### src/rtl/barrel_shift_pipe.sv
// Two-stage pipelined barrel shifter: logical/arithmetic/rotate, sticky and zero.
// Left shifts are bit-reversed so every level is a right shift.
module barrel_shift_pipe #(
  parameter  int WIDTH = 16,
  localparam int SHW   = $clog2(WIDTH),
  parameter  int SPLIT = SHW / 2
) (
  input  logic             clk,
  input  logic             rst,
  input  logic             in_valid,
  output logic             in_ready,
  input  logic [WIDTH-1:0] A,
  input  logic [SHW-1:0]   shift,
  input  logic             direction,
  input  logic [1:0]       mode,
  input  logic             val,
  output logic             out_valid,
  input  logic             out_ready,
  output logic [WIDTH-1:0] op,
  output logic             sticky,
  output logic             zero
);

  function automatic logic [WIDTH-1:0] f_rev(
    input logic [WIDTH-1:0] x
  );
    for (int i = 0; i < WIDTH; i++)
      f_rev[i] = x[WIDTH-1-i];
  endfunction

  function automatic logic [WIDTH-1:0] f_lo(input int n);
    f_lo = ~({WIDTH{1'b1}} << n);
  endfunction

  function automatic logic [WIDTH-1:0] f_shr(
    input logic [WIDTH-1:0] d,
    input int               n,
    input logic             rot,
    input logic             fill
  );
    f_shr = d >> n;
    if (rot)
      f_shr = f_shr | (d << (WIDTH - n));
    else if (fill)
      f_shr = f_shr | ~({WIDTH{1'b1}} >> n);
  endfunction

  logic                 r_v1;
  logic [WIDTH-1:0]     r_d1;
  logic                 r_st1;
  logic [SHW-1:SPLIT]   r_sh1;
  logic [1:0]           r_mode1;
  logic                 r_dir1;
  logic                 r_fill1;

  logic                 w_adv2;
  logic                 w_fill;
  logic                 w_rot;
  logic [WIDTH-1:0]     w_d1;
  logic                 w_st1;
  logic                 w_rot2;
  logic [WIDTH-1:0]     w_d2;
  logic                 w_st2;
  logic [WIDTH-1:0]     w_op;

  assign w_adv2   = !out_valid || out_ready;
  assign in_ready = !r_v1 || w_adv2;

  always_comb begin
    w_fill = 1'b0;
    unique case (1'b1)
      (mode == 2'b01): w_fill = direction & A[WIDTH-1];
      (mode == 2'b10): w_fill = 1'b0;
      default:         w_fill = val;
    endcase
    w_rot = (mode == 2'b10);
    w_d1  = direction ? A : f_rev(A);
    w_st1 = 1'b0;
    for (int i = 0; i < SPLIT; i++) begin
      if (shift[i]) begin
        w_st1 = w_st1 | (~w_rot & (|(w_d1 & f_lo(1 << i))));
        w_d1  = f_shr(w_d1, 1 << i, w_rot, w_fill);
      end
    end
  end

  always_comb begin
    w_rot2 = (r_mode1 == 2'b10);
    w_d2   = r_d1;
    w_st2  = r_st1;
    for (int i = SPLIT; i < SHW; i++) begin
      if (r_sh1[i]) begin
        w_st2 = w_st2 | (~w_rot2 & (|(w_d2 & f_lo(1 << i))));
        w_d2  = f_shr(w_d2, 1 << i, w_rot2, r_fill1);
      end
    end
    w_op = r_dir1 ? w_d2 : f_rev(w_d2);
  end

  always_ff @(posedge clk or posedge rst) begin
    if (rst) begin
      r_v1    <= 1'b0;
      r_d1    <= '0;
      r_st1   <= 1'b0;
      r_sh1   <= '0;
      r_mode1 <= 2'b00;
      r_dir1  <= 1'b0;
      r_fill1 <= 1'b0;
    end else if (in_ready) begin
      r_v1 <= in_valid;
      if (in_valid) begin
        r_d1    <= w_d1;
        r_st1   <= w_st1;
        r_sh1   <= shift[SHW-1:SPLIT];
        r_mode1 <= mode;
        r_dir1  <= direction;
        r_fill1 <= w_fill;
      end
    end
  end

  always_ff @(posedge clk or posedge rst) begin
    if (rst) begin
      out_valid <= 1'b0;
      op        <= '0;
      sticky    <= 1'b0;
      zero      <= 1'b0;
    end else if (w_adv2) begin
      out_valid <= r_v1;
      if (r_v1) begin
        op     <= w_op;
        sticky <= w_st2;
        zero   <= ~|w_op;
      end
    end
  end

endmodule
### config.mk
export PLATFORM = sky130hd
export DESIGN_NAME = barrel_shift_pipe
export DESIGN_NICKNAME = d
export VERILOG_FILES = /design/src/rtl/barrel_shift_pipe.sv
export SDC_FILE = /design/constraint.sdc
export NUM_CORES = 1
export LEC_CHECK = 0
export CAP_MARGIN = 15
export CORE_MARGIN = 5
export CORE_UTILIZATION = 54
export DETAILED_ROUTE_END_ITERATION = 7
export PLACE_DENSITY = 0.81
export SYNTH_ARGS = -nofsm -noshare
export SYNTH_HDL_FRONTEND = slang
export SYNTH_SLANG_ARGS = --single-unit
export TNS_END_PERCENT = 30
### constraint.sdc
create_clock -name clk -period 2.2 [get_ports clk]
set_input_delay 0.22 -clock clk [delete_from_list [all_inputs] [get_ports clk]]
set_output_delay 0.22 -clock clk [all_outputs]
set_load 0.005 [all_outputs]
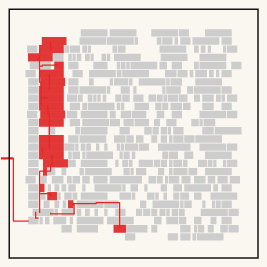
Fig. 1. Nets reached from selected ports (run 1).
Scale: 3 px per um.
legend:
  red:
    port: `direction`
    bits: 1
    direction: input
    edge: left
    end_cells: 21
    buffers: 2
    wire: 148 um

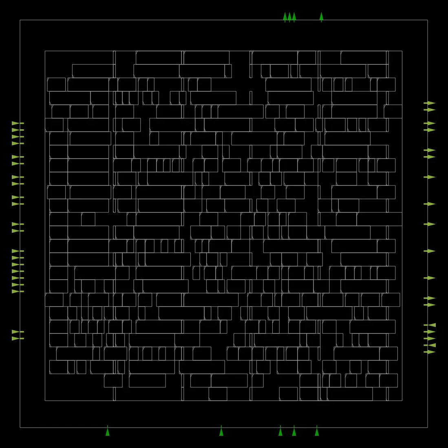
Fig. 2. Cell placement (run 1).
final core utilization: 71.7%
Finished Layout Cells: 415

==> run summary, run 1 <==
fresh numbers from the pnr run: status complete, no violations, Synth Register Bits about 43, count of final hold-check violations 0, DR vias 2,456, CP Data Arrival Time around 2.4 ns, Critical path buffers and inverters 0, XORs/XNORs by Area 0.309%, CTS tree done, Yosys Instances between 200 and 300, Dominant flop cell dfrtp_1, ao+oa area frac 19.0%, Global Route Usage Sum 20.2%, CP startpoint kind register, # nets final 374, Worst Skew between 0.008 and 0.009 ns, Worst Slack Setup Final around 0.093 ns, FF-to-FF setup slack around 0.093 ns, clk sinks 43, RSZ-0062 raised after global routing false, chip width between 80 and 90 um, antenna cell count 0, Max-Cap Viols 0, die area 6790 um^2, registers with the most flip-flops op (16), r_d1 (16), CTS H-tree depth 2, drt total wl between 6000 and 7000 um, crit path kind register to register, Setup TNS 0 ns, Syn-to-layout area delta 29.2%, Mapped Cells 285, CP max stage cell or4_1, crit path to zero$_DFFE_PP0P_, chip area in the Yosys report 2830 um^2, Worst Hold Slack 0.345 ns, Post-Syn Nets 315, actual slew at the worst max-slew pin ~0.53 ns, first-pass GRT wire length 10,500 um, Syn. warnings 0, WP data required 2.44 ns, core footprint 5110 um^2, Root Driver clkbuf_8, crit path max fanout 7, commonest non-fill, non-tap cells in the layout 47 x clkdlybuf4s50_1, 46 x nand2_1, 43 x dfrtp_1, row count 26, Min Clock Period, post-route 2.11 ns, Hold Path Class input port to asynchronous set/reset pin, yosys adder share 0.883%, Post-synth top cells 46 x nand2_1, 43 x dfrtp_1, 30 x o21ai_0, 22 x mux2i_1, 17 x nor2_1, crit-path cells nor2b_4, or2b_4, a31oi_2, a221o_1, or4_1, nor2_1, a32o_2
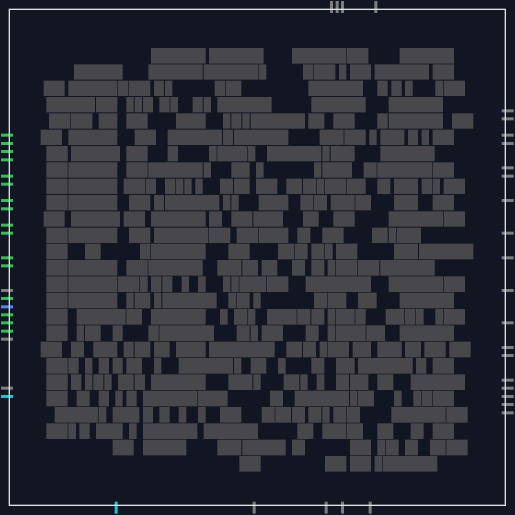
Fig. 3. I/O pins on the die edge (run 1).
Scale: 6 px per um. Pins as bars across the die edge, other pins in gray.
legend:
  cyan:
    port: `mode`
    pins: 2
    direction: input
    edge: 1 bottom, 1 left
  blue:
    port: `direction`
    pins: 1
    direction: input
    edge: left
  green:
    port: `A`
    pins: 16
    direction: input
    edge: left
all pins by edge: 21 left, 18 right, 5 bottom, 4 top

==> run 1: power breakdown <==
part / switching, W / internal [W] / leakage, nW
registers: 0.000159 / 0.000983 / 0.530
logic: 0.000552 / 0.000697 / 0.940
clock network: 0.000259 / 0.000453 / 0.0654
total: 0.000970 / 0.00213 / 1.53
==> run 1: metal layers <==
metal / wire [um] / vias up / track usage (%)
met4: 103 / 0 / 5.98
li1: - / 1203 / -
met3: 393 / 8 / 3.36
met5: 0 / - / 0
met2: 3590 / 77 / 38.2
met1: 2580 / 1168 / 22.9
==> run 1: cell type report <==
type / instances / area [um^2]
sequential: 43 / 1080
inverter: 4 / 15.0
clock inverter: 2 / 60.1
timing repair buffer: 70 / 681
multi-input combinational: 220 / 1670
clock buffer: 6 / 72.6
fill: 415 / 1450
tap: 70 / 87.6
==> inputs of run 2 (changes only) <==
- CAP_MARGIN: 15 -> unset
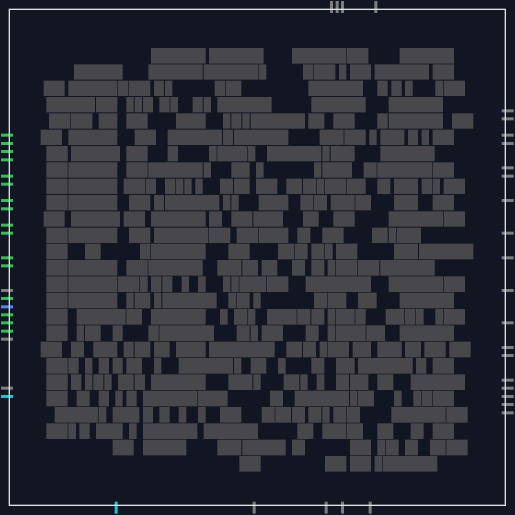
Fig. 4. I/O pins on the die edge (run 2).
Scale: 6 px per um. Pins as bars across the die edge, other pins in gray.
legend:
  green:
    port: `A`
    pins: 16
    direction: input
    edge: left
  cyan:
    port: `mode`
    pins: 2
    direction: input
    edge: 1 bottom, 1 left
  blue:
    port: `direction`
    pins: 1
    direction: input
    edge: left
chip width: 82.4 um
die height: 82.4 um
Port Buffers: 47

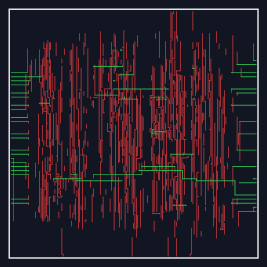
Fig. 5. Wiring by layer (run 2).
Scale: 3 px per um. Only two layers are drawn.
legend:
  green:
    layer: met3
    wire_length: 394 um
  red:
    layer: met2
    wire_length: 3,590 um

==> run 2 against run 1 <==
Critical path depth stayed put. Setup slack stayed put. Utilization unchanged. Sequential cell count unchanged. Non-clock buffer count unchanged. Critical endpoint unchanged. Highest routed layer unchanged.
==> run summary, run 2 <==
fresh numbers from the pnr run: final core utilization 71.7% (unchanged), number of non-clock buffers 70 (unchanged), sequential share of cell area 29.4% (unchanged), Comb area share 45.6% (unchanged), Mapped Cells 285 (unchanged), count of final hold-check violations 0 (unchanged), registers with the most flip-flops op (16), r_d1 (16), Worst Hold Slack 0.345 ns (unchanged), Root Driver clkbuf_8, non-clock inverter count in the final layout 4 (unchanged), die area 6790 um^2 (unchanged), crit path max fanout 7 (unchanged), sequential cells 43 (unchanged), clk cell area share 3.62% (unchanged), RSZ-0062 raised after global routing false, first-pass GRT wire length 10,500 um (unchanged), crit-path cells nor2b_4, or2b_4, a31oi_2, a221o_1, or4_1, nor2_1, a32o_2, status complete, no violations, Syn-to-layout area delta 29.2% (unchanged), CTS tree done, ao+oa area frac 19.0% (unchanged), chip area in the Yosys report 2830 um^2 (unchanged), Syn. warnings 0 (unchanged), clk sinks 43 (unchanged), Post-synth top cells 46 x nand2_1, 43 x dfrtp_1, 30 x o21ai_0, 22 x mux2i_1, 17 x nor2_1, CP Data Arrival Time 2.35 ns (about the same), Pwr top combinational cells
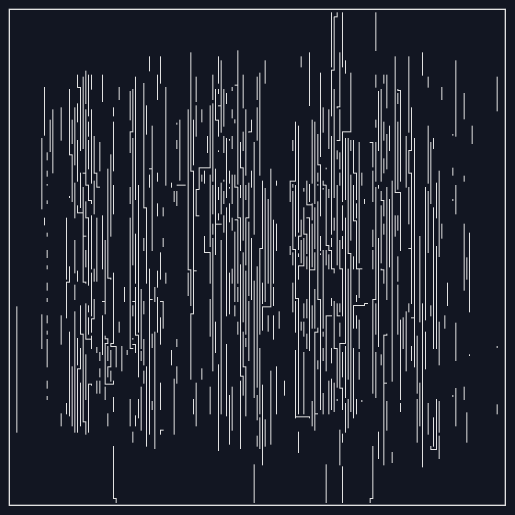
Fig. 6. The metal 2 layer (run 2).
Scale: 6 px per um.
longest straight run: 38.1 um
share of all routed wire: 54%
wire length on this layer: 3,590 um

==> run 2: path summary, 6_finish.rpt <==
kind | to | from
worst max-delay path | zero$_DFFE_PP0P_ | r_mode1[0]$_DFFE_PP0P_
worst min-delay path | r_sh1[3]$_DFFE_PP0P_ | rst
worst max register to register | zero$_DFFE_PP0P_ | r_mode1[0]$_DFFE_PP0P_
worst min register to register | sticky$_DFFE_PP0P_ | sticky$_DFFE_PP0P_
max in group asynchronous | r_dir1$_DFFE_PP0P_ | rst
min in group clk | sticky$_DFFE_PP0P_ | sticky$_DFFE_PP0P_
==> run 2: per-layer routing <==
metal,part of all wire [%],global-route usage (%),vias up,wire [um]
met5,0,0,-,0
met4,1.5,5.98,0,103
met3,5.9,3.36,8,393
met2,54,38.2,77,3590
met1,39,22.9,1168,2580
li1,-,-,1203,-
Power is estimated from default activity; no workload was simulated.
